### config.mk
export PLATFORM = sky130hd
export DESIGN_NAME = mem_bus_arbiter
export DESIGN_NICKNAME = d
export VERILOG_FILES = /design/src/rtl/mem_bus_arbiter_pkg.sv /design/src/rtl/mem_bus_arbiter_pick.sv /design/src/rtl/mem_bus_arbiter.sv
export SDC_FILE = /design/constraint.sdc
export NUM_CORES = 1
export LEC_CHECK = 0
export ABC_CLOCK_PERIOD_IN_PS = 1600
export CAP_MARGIN = 20
export CORE_ASPECT_RATIO = 0.7
export CORE_MARGIN = 2
export CORE_UTILIZATION = 50
export CTS_BUF_LIST = sky130_fd_sc_hd__clkbuf_4
export CTS_CLUSTER_DIAMETER = 50
export DETAILED_ROUTE_END_ITERATION = 10
export DONT_BUFFER_PORTS = 1
export PLACE_DENSITY = 0.69
export SYNTH_ARGS = -nofsm -noshare
export SYNTH_HDL_FRONTEND = slang
export SYNTH_SLANG_ARGS = --single-unit
### constraint.sdc
create_clock -name clk -period 1.6 [get_ports clk]
set_input_delay 0.24 -clock clk [delete_from_list [all_inputs] [get_ports clk]]
set_output_delay 0.24 -clock clk [all_outputs]
set_load 0.02 [all_outputs]
### src/rtl/mem_bus_arbiter_pkg.sv
// Shared memory-map constants, FSM state type and port ids for the memory bus arbiter.
package mem_bus_arbiter_pkg;

    localparam logic [15:0] ROM_LIMIT_DEF = 16'h0100;

    typedef enum logic [1:0] {
        ST_IDLE   = 2'd0,
        ST_ACCESS = 2'd1,
        ST_DONE   = 2'd2
    } state_e;

    localparam logic PORT_CPU = 1'b0;
    localparam logic PORT_DMA = 1'b1;

endpackage

### src/rtl/mem_bus_arbiter_pick.sv
// Winner selection between CPU and DMA ports with a starvation guard for the DMA port.
module mem_arb_pick
    import mem_bus_arbiter_pkg::*;
#(
    parameter int unsigned MAX_HOLD = 4
) (
    input  logic clk,
    input  logic reset,
    input  logic req0,
    input  logic req1,
    input  logic idle,
    input  logic grant,
    input  logic grant_port,
    output logic winner
);

    localparam int unsigned HW = (MAX_HOLD < 2) ? 1 : $clog2(MAX_HOLD + 1);

    logic [HW-1:0] hold_d, hold_q;

    // CPU wins unless it is not requesting or the DMA has been held off MAX_HOLD times
    always_comb begin
        winner = PORT_CPU;
        if (!req0 || (req1 && (hold_q == HW'(MAX_HOLD)))) begin
            winner = PORT_DMA;
        end
    end

    // Count CPU grants made while the DMA waits; clear on DMA grant or when the DMA stops asking
    always_comb begin
        hold_d = hold_q;
        if (idle) begin
            if (!req1) begin
                hold_d = '0;
            end else if (grant) begin
                if (grant_port == PORT_DMA) begin
                    hold_d = '0;
                end else if (hold_q != HW'(MAX_HOLD)) begin
                    hold_d = hold_q + HW'(1);
                end
            end
        end
    end

    // Hold counter register
    always_ff @(posedge clk or posedge reset) begin
        if (reset) begin
            hold_q <= '0;
        end else begin
            hold_q <= hold_d;
        end
    end

endmodule

### src/rtl/mem_bus_arbiter.sv
// Two-port memory bus arbiter: CPU priority, ROM write rejection, region wait states.
module mem_bus_arbiter
    import mem_bus_arbiter_pkg::*;
#(
    parameter logic [15:0] ROM_LIMIT = ROM_LIMIT_DEF,
    parameter int unsigned ROM_WAIT  = 0,
    parameter int unsigned RAM_WAIT  = 1,
    parameter int unsigned MAX_HOLD  = 4
) (
    input  logic        clk,
    input  logic        reset,
    input  logic        req0,
    input  logic        req1,
    input  logic        we0,
    input  logic        we1,
    input  logic [15:0] addr0,
    input  logic [15:0] addr1,
    input  logic [7:0]  wdata0,
    input  logic [7:0]  wdata1,
    output logic        ack0,
    output logic        ack1,
    output logic [7:0]  rdata,
    output logic        err,
    output logic        owner,
    output logic        busy,
    output logic [15:0] mem_addr,
    output logic [7:0]  mem_wdata,
    input  logic [7:0]  mem_rdata,
    output logic        mem_read,
    output logic        mem_write
);

    localparam int unsigned WMAX = (ROM_WAIT > RAM_WAIT) ? ROM_WAIT : RAM_WAIT;
    localparam int unsigned WW   = (WMAX < 2) ? 1 : $clog2(WMAX + 1);

    state_e        state_d, state_q;
    logic [WW-1:0] wcnt_d, wcnt_q;
    logic          we_d, we_q;
    logic          ack0_d, ack0_q, ack1_d, ack1_q;
    logic [7:0]    rdata_d, rdata_q;
    logic          err_d, err_q;
    logic          owner_d, owner_q;
    logic          busy_d, busy_q;
    logic [15:0]   mem_addr_d, mem_addr_q;
    logic [7:0]    mem_wdata_d, mem_wdata_q;
    logic          mem_read_d, mem_read_q;
    logic          mem_write_d, mem_write_q;

    logic          idle, grant, winner;
    logic          sel_we, in_rom;
    logic [15:0]   sel_addr;
    logic [7:0]    sel_wdata;

    assign idle  = (state_q == ST_IDLE);
    assign grant = idle && (req0 || req1);

    mem_arb_pick #(
        .MAX_HOLD (MAX_HOLD)
    ) u_pick (
        .clk        (clk),
        .reset      (reset),
        .req0       (req0),
        .req1       (req1),
        .idle       (idle),
        .grant      (grant),
        .grant_port (winner),
        .winner     (winner)
    );

    // Next-state and registered-output computation; outputs are set one edge ahead of the
    // cycle they belong to, so mem_write is raised when entering the last ACCESS cycle
    always_comb begin
        state_d     = state_q;
        wcnt_d      = wcnt_q;
        we_d        = we_q;
        ack0_d      = 1'b0;
        ack1_d      = 1'b0;
        rdata_d     = rdata_q;
        err_d       = 1'b0;
        owner_d     = owner_q;
        mem_addr_d  = mem_addr_q;
        mem_wdata_d = mem_wdata_q;
        mem_read_d  = 1'b0;
        mem_write_d = 1'b0;
        sel_we      = (winner == PORT_DMA) ? we1 : we0;
        sel_addr    = (winner == PORT_DMA) ? addr1 : addr0;
        sel_wdata   = (winner == PORT_DMA) ? wdata1 : wdata0;
        in_rom      = (sel_addr < ROM_LIMIT);

        case (state_q)
            ST_IDLE: begin
                if (grant) begin
                    owner_d     = winner;
                    we_d        = sel_we;
                    mem_addr_d  = sel_addr;
                    mem_wdata_d = sel_wdata;
                    if (sel_we && in_rom) begin
                        state_d = ST_DONE;
                        err_d   = 1'b1;
                        ack0_d  = (winner == PORT_CPU);
                        ack1_d  = (winner == PORT_DMA);
                    end else begin
                        state_d     = ST_ACCESS;
                        wcnt_d      = in_rom ? WW'(ROM_WAIT) : WW'(RAM_WAIT);
                        mem_read_d  = !sel_we;
                        mem_write_d = sel_we && (wcnt_d == '0);
                    end
                end
            end
            ST_ACCESS: begin
                if (wcnt_q != '0) begin
                    wcnt_d      = wcnt_q - WW'(1);
                    mem_read_d  = !we_q;
                    mem_write_d = we_q && (wcnt_q == WW'(1));
                end else begin
                    if (!we_q) begin
                        rdata_d = mem_rdata;
                    end
                    state_d = ST_DONE;
                    ack0_d  = (owner_q == PORT_CPU);
                    ack1_d  = (owner_q == PORT_DMA);
                end
            end
            ST_DONE: begin
                state_d = ST_IDLE;
            end
            default: begin
                state_d = ST_IDLE;
            end
        endcase

        busy_d = (state_d != ST_IDLE);
    end

    // State and output registers; reset drops any in-flight transfer
    always_ff @(posedge clk or posedge reset) begin
        if (reset) begin
            state_q     <= ST_IDLE;
            wcnt_q      <= '0;
            we_q        <= 1'b0;
            ack0_q      <= 1'b0;
            ack1_q      <= 1'b0;
            rdata_q     <= '0;
            err_q       <= 1'b0;
            owner_q     <= 1'b0;
            busy_q      <= 1'b0;
            mem_addr_q  <= '0;
            mem_wdata_q <= '0;
            mem_read_q  <= 1'b0;
            mem_write_q <= 1'b0;
        end else begin
            state_q     <= state_d;
            wcnt_q      <= wcnt_d;
            we_q        <= we_d;
            ack0_q      <= ack0_d;
            ack1_q      <= ack1_d;
            rdata_q     <= rdata_d;
            err_q       <= err_d;
            owner_q     <= owner_d;
            busy_q      <= busy_d;
            mem_addr_q  <= mem_addr_d;
            mem_wdata_q <= mem_wdata_d;
            mem_read_q  <= mem_read_d;
            mem_write_q <= mem_write_d;
        end
    end

    assign ack0      = ack0_q;
    assign ack1      = ack1_q;
    assign rdata     = rdata_q;
    assign err       = err_q;
    assign owner     = owner_q;
    assign busy      = busy_q;
    assign mem_addr  = mem_addr_q;
    assign mem_wdata = mem_wdata_q;
    assign mem_read  = mem_read_q;
    assign mem_write = mem_write_q;

endmodule
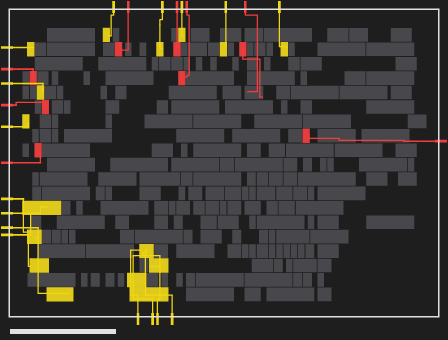
(images/port_trees.png)
Scale bar: 20 um.
yellow -> addr1  # bits 16, direction input, edge 7 left, 5 top, 4 bottom, end cells 18, buffers 0, wire 170 um
red -> wdata0  # bits 8, direction input, edge 4 top, 3 left, 1 right, end cells 8, buffers 1, wire 109 um

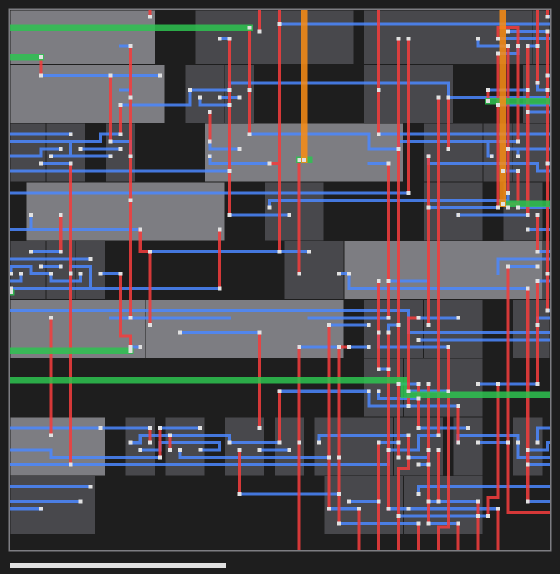
(images/closeup.png)
Scale bar: 10 um. Window x 8 to 33, y 2 to 27 um. Cells in gray, sequential cells in the stronger gray; small squares are vias.
blue -> M1
orange -> M4
green -> M3
red -> M2
netlist names of flops here include = mem_addr (6), owner (1)
cells with their middle in the window = 40
sequential cells in the window = 7
most frequent = nand2_1 (9), dfrtp_1 (7), o21ai_0 (6)

==> impl_metrics.env <==
# implementation run metrics
export IMPL_status="finished, violations left"
export IMPL_violations="negative setup slack"
export IMPL_slowest_delay_ps=480
export IMPL_ys_sh_aoi_pct=12.62
export IMPL_grt_pass1_wl_mm=7.590
export IMPL_final_common_cell="nand2_1"
export IMPL_synth_warnings=0
export IMPL_grt_pass1_vias=1652
export IMPL_r2r_end="mem_read$_DFF_PP0_"
export IMPL_initCoreUtil_pct=52.25
export IMPL_critPathCapture="mem_read$_DFF_PP0_"
export IMPL_ys_chip_area_sq_mm=0.002062
export IMPL_startpoint="u_pick.hold_q[1]$_DFFE_PP0P_"
export IMPL_ys_sh_xor_pct=0
export IMPL_postSynthSeqShare_pct=55.83
export IMPL_tritoncts="yes"
export IMPL_clock_latency_late_pin_ps=350
export IMPL_drive_above_1_share_pct=25.10
export IMPL_die_y_um=57.73
export IMPL_worst_path_max_delay_cell="or4_4"
export IMPL_antenna_found_initial=0
export IMPL_wl_met2_mm=2.492
export IMPL_syn_cell_area_sq_mm=0.002062
export IMPL_h_tree_depth=2
export IMPL_instances_no_fill=295
export IMPL_finalCritPeriodShare_pct=102.2
export IMPL_synth_top_area_share_pct=55.83
export IMPL_end_kind="flip-flop"
export IMPL_drc_errors=0
export IMPL_warnings=28
export IMPL_top_logic_kind="simple AND/OR/NAND/NOR gates"
export IMPL_hold_viol_final=0
export IMPL_worst_slew_pin_slew_ps=620.9
export IMPL_setup_violations_final=6
export IMPL_irDropWorstVdd_mv=1.038
export IMPL_io_buffers=0
export IMPL_dieWidth_um=80.76
export IMPL_cp_cell_sequence="inv_2 > ha_4 > nand3_4 > and3_4 > or4_4 > a21oi_2"
export IMPL_hold_path_class="primary input to flip-flop"
export IMPL_synthDistinctLibCells=29
export IMPL_fp_nets=277
export IMPL_dieArea_sq_mm=0.004662
export IMPL_hpwl_mm=3.416
export IMPL_lay_top_cells="49 x nand2_1, 46 x dfrtp_1, 22 x nor2_1, 16 x a31oi_1, 15 x buf_4"
export IMPL_setup_slack_ps=-34.52
export IMPL_gp_congestion=0.8189
export IMPL_syn_instance_count=213
export IMPL_whs_ps=15.46
export IMPL_core_area_sq_mm=0.003946
export IMPL_numCtsBuffers=5
export IMPL_clock_path_buffers=2
export IMPL_viasPerCell=5.736
export IMPL_overflow=0
export IMPL_grt_start_max_net_pins=37
export IMPL_fin_setup_tns_ps=-108.2
export IMPL_maxCapViolCount=0
export IMPL_yosysTopAreaCell="dfrtp_1"
export IMPL_gr_usage_all_layers_pct=21.60
export IMPL_finalMaxSlewViolations=0
export IMPL_cp_arrival_ps=1930
export IMPL_clock_sinks=46
export IMPL_rsz0062_at_grt="yes"
export IMPL_cts_clk_slew_worst_paths_ps=140
export IMPL_fmax_mhz=611.8
export IMPL_first_iter_violations=113
export IMPL_worstPathRequired_ps=1900
export IMPL_area_growth_pct=27.91
export IMPL_r2r_worst_path_cells=6
export IMPL_ant_nets=0
export IMPL_start_kind="flip-flop"
export IMPL_clock_skew_ps=13.52
export IMPL_powerDensity_mw_per_mm2=1991
export IMPL_wl_met3_um=498
export IMPL_ys_sh_simple_pct=18.93
export IMPL_ys_sh_mux_pct=8.252
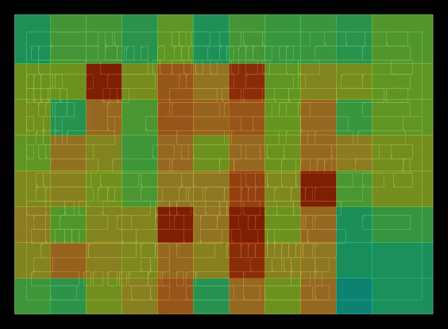
(images/congestion_map.png)
wire per inst: 17.65 um
final core utilization: 66.84%
busiest layer in global routing: met2
GR Util met1: 27.29%

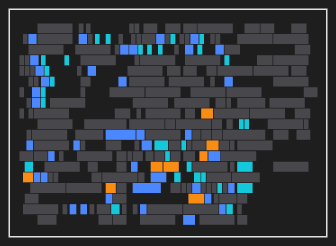
(images/gates.png)
blue -> aoi and oai cells  # cells 38, most used a31oi_1
orange -> and/or cells  # cells 8
cyan -> nor cells  # cells 30, most used nor2_1, where all over the die

-- cell type report --
type,instances,area (sq um),area share [%]
inverters,6,22.52,0.8539
repair buffers,32,361.6,13.71
clock buffers,5,37.54,1.423
flip-flops and latches,46,1151,43.64
clock inverters,3,63.81,2.419
well taps,52,65.06,2.467
multi-input cells,151,935.9,35.48
-- synthesized netlist by cell type (all sizes together) --
cell type / count
nand2: 50
dfrtp: 46
nor2: 24
a31oi: 17
o21ai: 13
mux2: 8
mux2i: 8
clkbuf: 6
inv: 6
buf: 4
nor3: 4
a21oi: 3
nand3: 3
or2: 3
or4: 3
ha: 2
nor4: 2
o22ai: 2
a211o: 1
a211oi: 1
a21boi: 1
a21o: 1
and2: 1
and3: 1
nand2b: 1
o311a: 1
o31ai: 1
-- metal layers --
layer	vias up	global-route usage [%]
met2	78	34.88
li1	789	-
met1	815	27.29
met5	-	0
met4	0	7.990
met3	10	7.477
-- critical path: cells and delay by family (launching register included) --
family | cells | cell delay (ps)
and+or+nand+nor | 3 | 790
AOI/OAI and AO/OA | 1 | 140
DFF | 1 | 420
adders and majority gates | 1 | 140
buffers and inverters | 1 | 80
-- sequential cells by signal (all words and copies together) (netlist names) --
register,flops
ack0,1
ack1,1
busy,1
err,1
mem_addr,16
mem_read,1
mem_wdata,8
mem_write,1
owner,1
rdata,8
state_q,2
u_pick.hold_q,3
wcnt_q,1
we_q,1
-- worst min path at each step --
stage	startpoint	endpoint	slack, ps	cells after the start
after detailed placement	reset	busy$_DFF_PP0_	190	1
final	addr0[6]	mem_addr[6]$_DFFE_PP0P_	20	2
after floorplan	req1	busy$_DFF_PP0_	380	2
after CTS	addr0[6]	mem_addr[6]$_DFFE_PP0P_	1	2
after global routing	addr0[6]	mem_addr[6]$_DFFE_PP0P_	-0.7	2
after global placement	reset	mem_write$_DFF_PP0_	180	1
-- power by group --
part,internal (mW),total [mW],switching (mW),leakage (nW)
registers,1.69,2.65,0.956,0.552
clock network,0.482,0.854,0.372,0.0528
logic,0.896,1.75,0.851,0.556
-- metrics by stage --
step	setup slack [ps]	power [mW]
after global routing	-87.99	5.596
after floorplan	1.514	3.533
after CTS	2.012	4.902
after global placement	-64.78	3.900
final	-34.52	5.252
after detailed placement	-135.9	4.003
-- cell families after synthesis --
family,after synthesis
compound gates,41
buf+inv,16
fa+ha+maj,2
mux,16
flops,46
simple gates,92
-- timing repair --
action | 4_1_cts | 5_1_grt
hold buffers | 5 | 3
resized | 6 | 20
gates cloned | 0 | 4
hold endpoints to repair | 25 | 3
endpoints found under the setup margin | 31 | 28
pin swaps | 3 | 8
setup buffers | 2 | 2
Power figures rest on the tool's default switching activity, not on a simulated workload.
